==> config.mk <==
export PLATFORM = sky130hd
export DESIGN_NAME = stage_e
export DESIGN_NICKNAME = d
export VERILOG_FILES = /design/src/rtl/stage_e.sv
export SDC_FILE = /design/constraint.sdc
export NUM_CORES = 1
export LEC_CHECK = 0
export CORE_MARGIN = 5
export CORE_UTILIZATION = 46
export CTS_CLUSTER_DIAMETER = 30
export DETAILED_ROUTE_END_ITERATION = 6
export PLACE_DENSITY_LB_ADDON = 0.3
export SETUP_SLACK_MARGIN = 0.15
export SYNTH_ARGS = -nofsm -noshare
export SYNTH_HDL_FRONTEND = slang
export SYNTH_SLANG_ARGS = --single-unit
==> constraint.sdc <==
create_clock -name clk -period 10.02 [get_ports clk]
set_input_delay 2.004 -clock clk [delete_from_list [all_inputs] [get_ports clk]]
set_output_delay 2.004 -clock clk [all_outputs]
set_load 0.005 [all_outputs]
==> run_1/placement_by_type.png <==
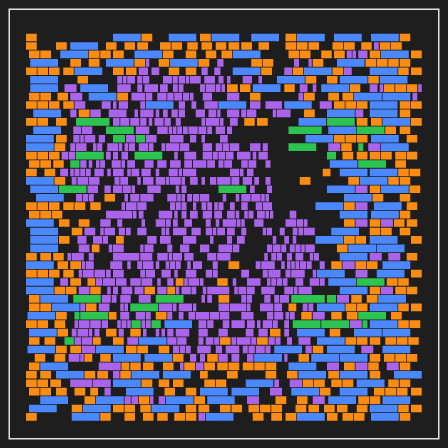
Key: clock drivers and dummy loads = green [cells 31, share of their area 5.3%]; flops = blue [cells 133, share of their area 29%]; combinational and other logic = purple [cells 574, share of their area 36%]; other buffers and delay cells = orange [cells 349, share of their area 30%]
Core Region: 0.01600 mm2
row cnt: 46

==> run_1/flops_by_reg.png <==
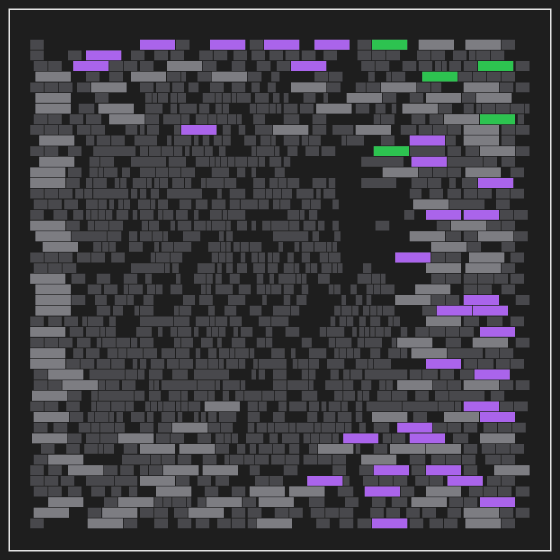
Key: A3M = green [placed flops 5, where north-east]; WDM = purple [placed flops 32]
Another 96 sequential cells are not colored.
Seq/total area: 28.32%
Seq power: 0.608 mW

==> run_1/cell_density.png <==
14 x 14 tiles, from black (low) to pale yellow (high), 0 to 100% covered.
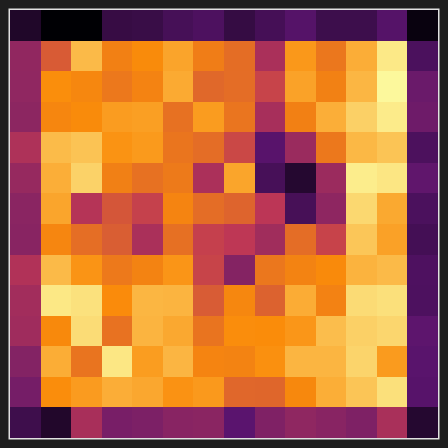
36% of the tiles are over 75% full. 1.0% of the tiles are nearly empty. The mean over all tiles is 60%. The fullest tile reaches 99%.
Layout Utilization: 73.45%
FP Util: 47.17%

==> Changelog: implementation, run 1 <==
## Flow update

* Gate Count Post-Synth at between 700 and 800
* Power share of the clock group at 36.9%
* Number of antenna violations at the first check in global routing at 1
* Post-route non-filler standard cell count at 1304
* Pleak at 4.785 nW
* MaxCap Viol Count at 0
* Slew margin rel. at 28.78%
* Hold crit path type: in2async
* CP arrival at 7.41 ns
* Num ports at 337
* RSZ-0062 raised after global routing: no
* Sequential area share after synthesis at between 40% and 50%
* Synthesis-to-finish area growth at 55.72%
* Drt pass-1 iters at 7
* Data required time of the worst path at between 8 and 9 ns
* Complex Gates by Area at 16.78%
* Comb pwr share at 27.9%
* Die height at about 140 um
* Post-synthesis cell type count at 69
* Top cells by area: dfrtp_1, ha_1, mux2_2
* Worst IR drop on VDD at 121.0 uV
* Dominant comb cell: AND-OR/OR-AND gates
* Maximum fanout along the worst path at 12
* Worst setup margin at 0.6029 ns
* Mapped Avg Cell Area at about 10 um2
* Final WL at roughly 27 mm
* Met1 WL at 11.11 mm
* Post-DP HPWL at between 20 and 25 mm
* DR WL met3 at 2.400 mm
* Mux share at 9.300%
* Status: finished clean
## run 1: cell families (layout without fill, tap and decap cells)
group,count (synthesis),count (layout)
xor gates and xnor gates,56,56
muxes,66,66
DFF,133,133
adders and majority gates,35,35
and+or+nand+nor,204,204
buffers and inverters,56,404
other,0,1
AOI/OAI and AO/OA,188,189
## run 1: power by group through the flow
stage                     sequential [mW]  combinational (mW)  clock (mW)
after global routing                0.613               0.519       0.672
after global placement              0.615               0.473           0
final                               0.608               0.482       0.638
after CTS                           0.609               0.482       0.647
after floorplan                     0.625               0.192           0
after detailed placement            0.618               0.479           0
## run 1: per-layer routing
metal / vias to the layer above / GRT usage, %
met3: 39 / 8.207
met1: 3466 / 35.05
met5: - / 0
met2: 370 / 47.33
li1: 3370 / -
met4: 0 / 8.528
## run 1: cell type report
class / count / area (um2)
diodes: 1 / 2.502
clock inverters: 14 / 177.7
clock buffers: 17 / 425.4
well taps: 216 / 270.3
multi-input cells: 550 / 3993
inverters: 24 / 95.09
flip-flops and latches: 133 / 3328
repair buffers: 349 / 3461
fillers: 1197 / 4248
## run 1: worst max-delay path, cell delays in order
cell	delay, ns
clkdlybuf4s50_1	0.51
nand3b_4	0.24
a21oi_4	0.42
mux2_2	0.44
nor3_2	0.33
nand2_1	0.12
nor2_1	0.17
a21oi_1	0.12
xor2_1	0.16
ha_1	0.40
a211oi_1	0.24
o21bai_1	0.13
o21ai_0	0.17
a21oi_1	0.11
o31a_1	0.33
o21a_1	0.22
o31ai_2	0.26
nor4_1	0.08
a221oi_1	0.36
clkdlybuf4s50_1	0.59
## run 1: layout by cell type (no fill, tap or decap), types with 6 or more instances in the layout
master,netlist,layout
nor2b_1,6,6
mux2_2,33,33
clkbuf_16,0,17
a22oi_1,8,8
nor2_1,57,57
clkdlybuf4s50_1,0,336
nand4_1,6,6
mux2i_1,33,33
or3_1,8,8
nand2_1,43,43
nand2b_1,15,15
a21o_1,7,7
nor3_1,22,22
inv_1,24,23
o211ai_1,7,7
dfrtp_1,133,133
nor4_1,11,11
o21ai_0,34,34
a21oi_1,41,41
o31ai_1,11,11
xor2_1,23,23
a31oi_1,8,8
buf_4,4,13
ha_1,34,33
nand3_1,15,15
a221o_1,13,13
o21ai_1,17,17
xnor2_1,32,32
## run 1: per-stage QoR
step / hold slack [ns] / total power, mW / area [um2]
after CTS: 2.012 / 1.738 / 11740
final: 2.011 / 1.728 / 11750
after floorplan: 2.035 / 0.8174 / 7547
after detailed placement: 2.452 / 1.097 / 11140
after global routing: 2.021 / 1.804 / 11750
after global placement: 2.450 / 1.088 / 11140
==> run 2: changes to the inputs <==
Settings changed: ABC_AREA from default to 1, CORE_UTILIZATION 46 to 47.
==> Changelog: implementation, run 2 <==
## Flow update

* DR vias at 8762 (was 7245)
* Pleak at 5.831 nW (was 4.785 nW)
* Synthesis-to-finish area growth at 50.73% (was 55.72%)
* Hold crit path type: in2reg (was in2async)
* Crit-path slowest cell: clkdlybuf4s50_1 (unchanged)
* Most frequent cells in the layout: nand2_1, clkdlybuf4s50_1, dfrtp_1 (was clkdlybuf4s50_1, dfrtp_1, nor2_1)
* Post-route non-filler standard cell count at 1665 (was 1304)
* Critical Path Max Stage Delay at 0.55 ns (was 0.59 ns)
* Dominant logic cell type in the layout: nand2_1 (was clkdlybuf4s50_1)
* Yosys top cell by area: dfrtp_1 (unchanged)
* Gate Count Post-Synth at 1098 (was 738)
* First-pass GRT wire length at 47.74 mm (was 42.58 mm)
* Status: finished clean (unchanged)
* Number of antenna violations at the first check in global routing at 0 (was 1)
* Dominant comb cell: simple AND/OR/NAND/NOR gates (was AND-OR/OR-AND gates)
* Top cells by area: dfrtp_1, nand2_1, inv_1 (was dfrtp_1, ha_1, mux2_2)
* Mapped Avg Cell Area at 7.388 um2 (was 10.23 um2)
* Post-synthesis cell type count at 43 (was 69)
* CP arrival at 7.16 ns (was 7.41 ns)
* Final WL at 30.90 mm (was 27.39 mm)
* Data required time of the worst path at 8.02 ns (about the same)
* Mux share at 0% (was 9.300%)
* Simple Share, Synth at 29.65% (was 14.17%)
* Post-DP HPWL at 25.08 mm (was 22.03 mm)
* Worst IR drop on VDD at 126.2 uV (was 121.0 uV)
* RSZ-0062 raised after global routing: no (unchanged)
* Num ports at 337 (unchanged)
* Sequential area share after synthesis at 41.03% (was 44.10%)
* Slew margin rel. at 26.13% (was 28.78%)
* Drt pass-1 iters at 5 (was 7)
* Die height at 141.4 um (was 138.1 um)
* Complex Gates by Area at 11.58% (was 16.78%)
* MaxCap Viol Count at 0 (unchanged)
* Startpoint type of the worst setup path: primary input (unchanged)
* ANT cells at 0 (was 1)
* Pin count of the biggest net entering global routing at 68 (was 76)
* OpenROAD warning count at 28 (unchanged)
-- run 2: netlist changes by cell type after synthesis, sizes merged, moves of 13 or more --
cell | previous run | this run
a221o | 13 | 0
o31ai | 14 | 1
inv | 24 | 129
nand2 | 43 | 356
nand3b | 2 | 27
nor2 | 57 | 86
mux2i | 33 | 0
mux2 | 33 | 0
nand2b | 15 | 1
nand3 | 15 | 67
o21ai | 51 | 87
nor3 | 23 | 9
xnor2 | 33 | 6
-- run 2: cell type report --
| class | instances | area (um2) |
|---|---|---|
| repair buffers | 344 | 3423 |
| well taps | 225 | 281.5 |
| clock inverters | 14 | 136.4 |
| flip-flops and latches | 133 | 3328 |
| fillers | 1410 | 4890 |
| clock buffers | 18 | 439.2 |
| inverters | 129 | 489.2 |
| multi-input cells | 802 | 4129 |
-- run 2: report_power, final --
group          total (mW)  switching (mW)  internal, mW
Combinational       0.502           0.253         0.249
Clock               0.607           0.272         0.335
Sequential          0.605          0.0142         0.590
-- run 2: worst max-delay path: cells and delay by family --
kind / cells / cell delay, ns
compound gates: 5 / 0.98
buf+inv: 5 / 1.27
simple gates: 16 / 2.30
xor+xnor: 1 / 0.25
fa+ha+maj: 1 / 0.33
-- run 2: cell families (layout without fill, tap and decap cells) --
kind of cell	after synthesis	after routing
AND-OR/OR-AND	170	170
AND/OR/NAND/NOR	559	559
buffers and inverters	163	505
flip-flops	133	133
adder cells (fa/ha/maj)	35	35
XOR/XNOR	38	38
-- run 2: routing by layer --
metal | track usage, % | vias to the layer above | share of wire (%)
met2 | 48.76 | 491 | 46
met3 | 7.988 | 73 | 9.6
met1 | 40.57 | 4009 | 41
met5 | 0 | - | 0
li1 | - | 4189 | -
met4 | 11.06 | 0 | 3.3
-- run 2: per-stage QoR --
stage | power, mW | util, % | hold slack [ns] | area, um2 | setup slack (ns)
3_3_place_gp | 1.104 | 68.07 | 2.451 | 11650 | 1.040
6_report | 1.713 | 71.43 | 2.002 | 12230 | 0.8538
3_5_place_dp | 1.111 | 68.07 | 2.452 | 11650 | 1.012
4_1_cts | 1.716 | 71.43 | 1.997 | 12230 | 0.9607
5_1_grt | 1.790 | 71.43 | 1.993 | 12230 | 0.4580
2_1_floorplan | 0.8267 | - | 2.035 | 8112 | 3.037
==> run_2/placement_by_type.png <==
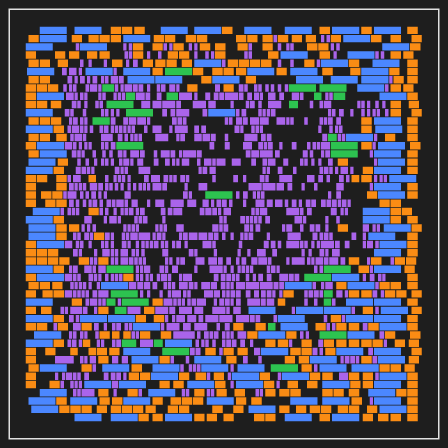
Core Region: 0.01712 mm2
Layout Utilization: 71.43%
post-route cell area: 0.01223 mm2
row cnt: 48
Seq/total area: 27.22%

==> run_2/congestion.png <==
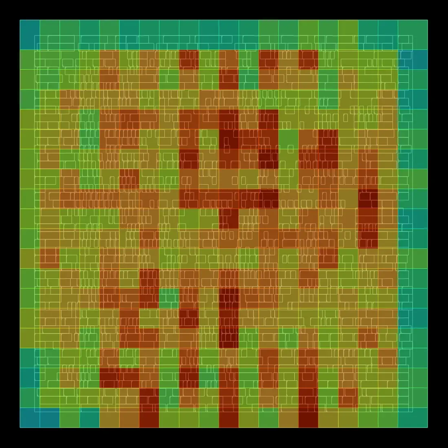
grt peak-use layer: met2
GR Util met3: 7.988%
met2 Usage GRT: 48.76%

==> run_2/cell_density.png <==
14 x 14 tiles, from black (low) to pale yellow (high), 0 to 100% covered.
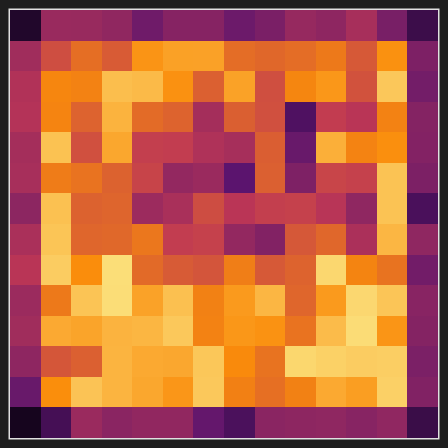
FP Util: 47.39%

Power figures rest on the tool's default switching activity, not on a simulated workload.
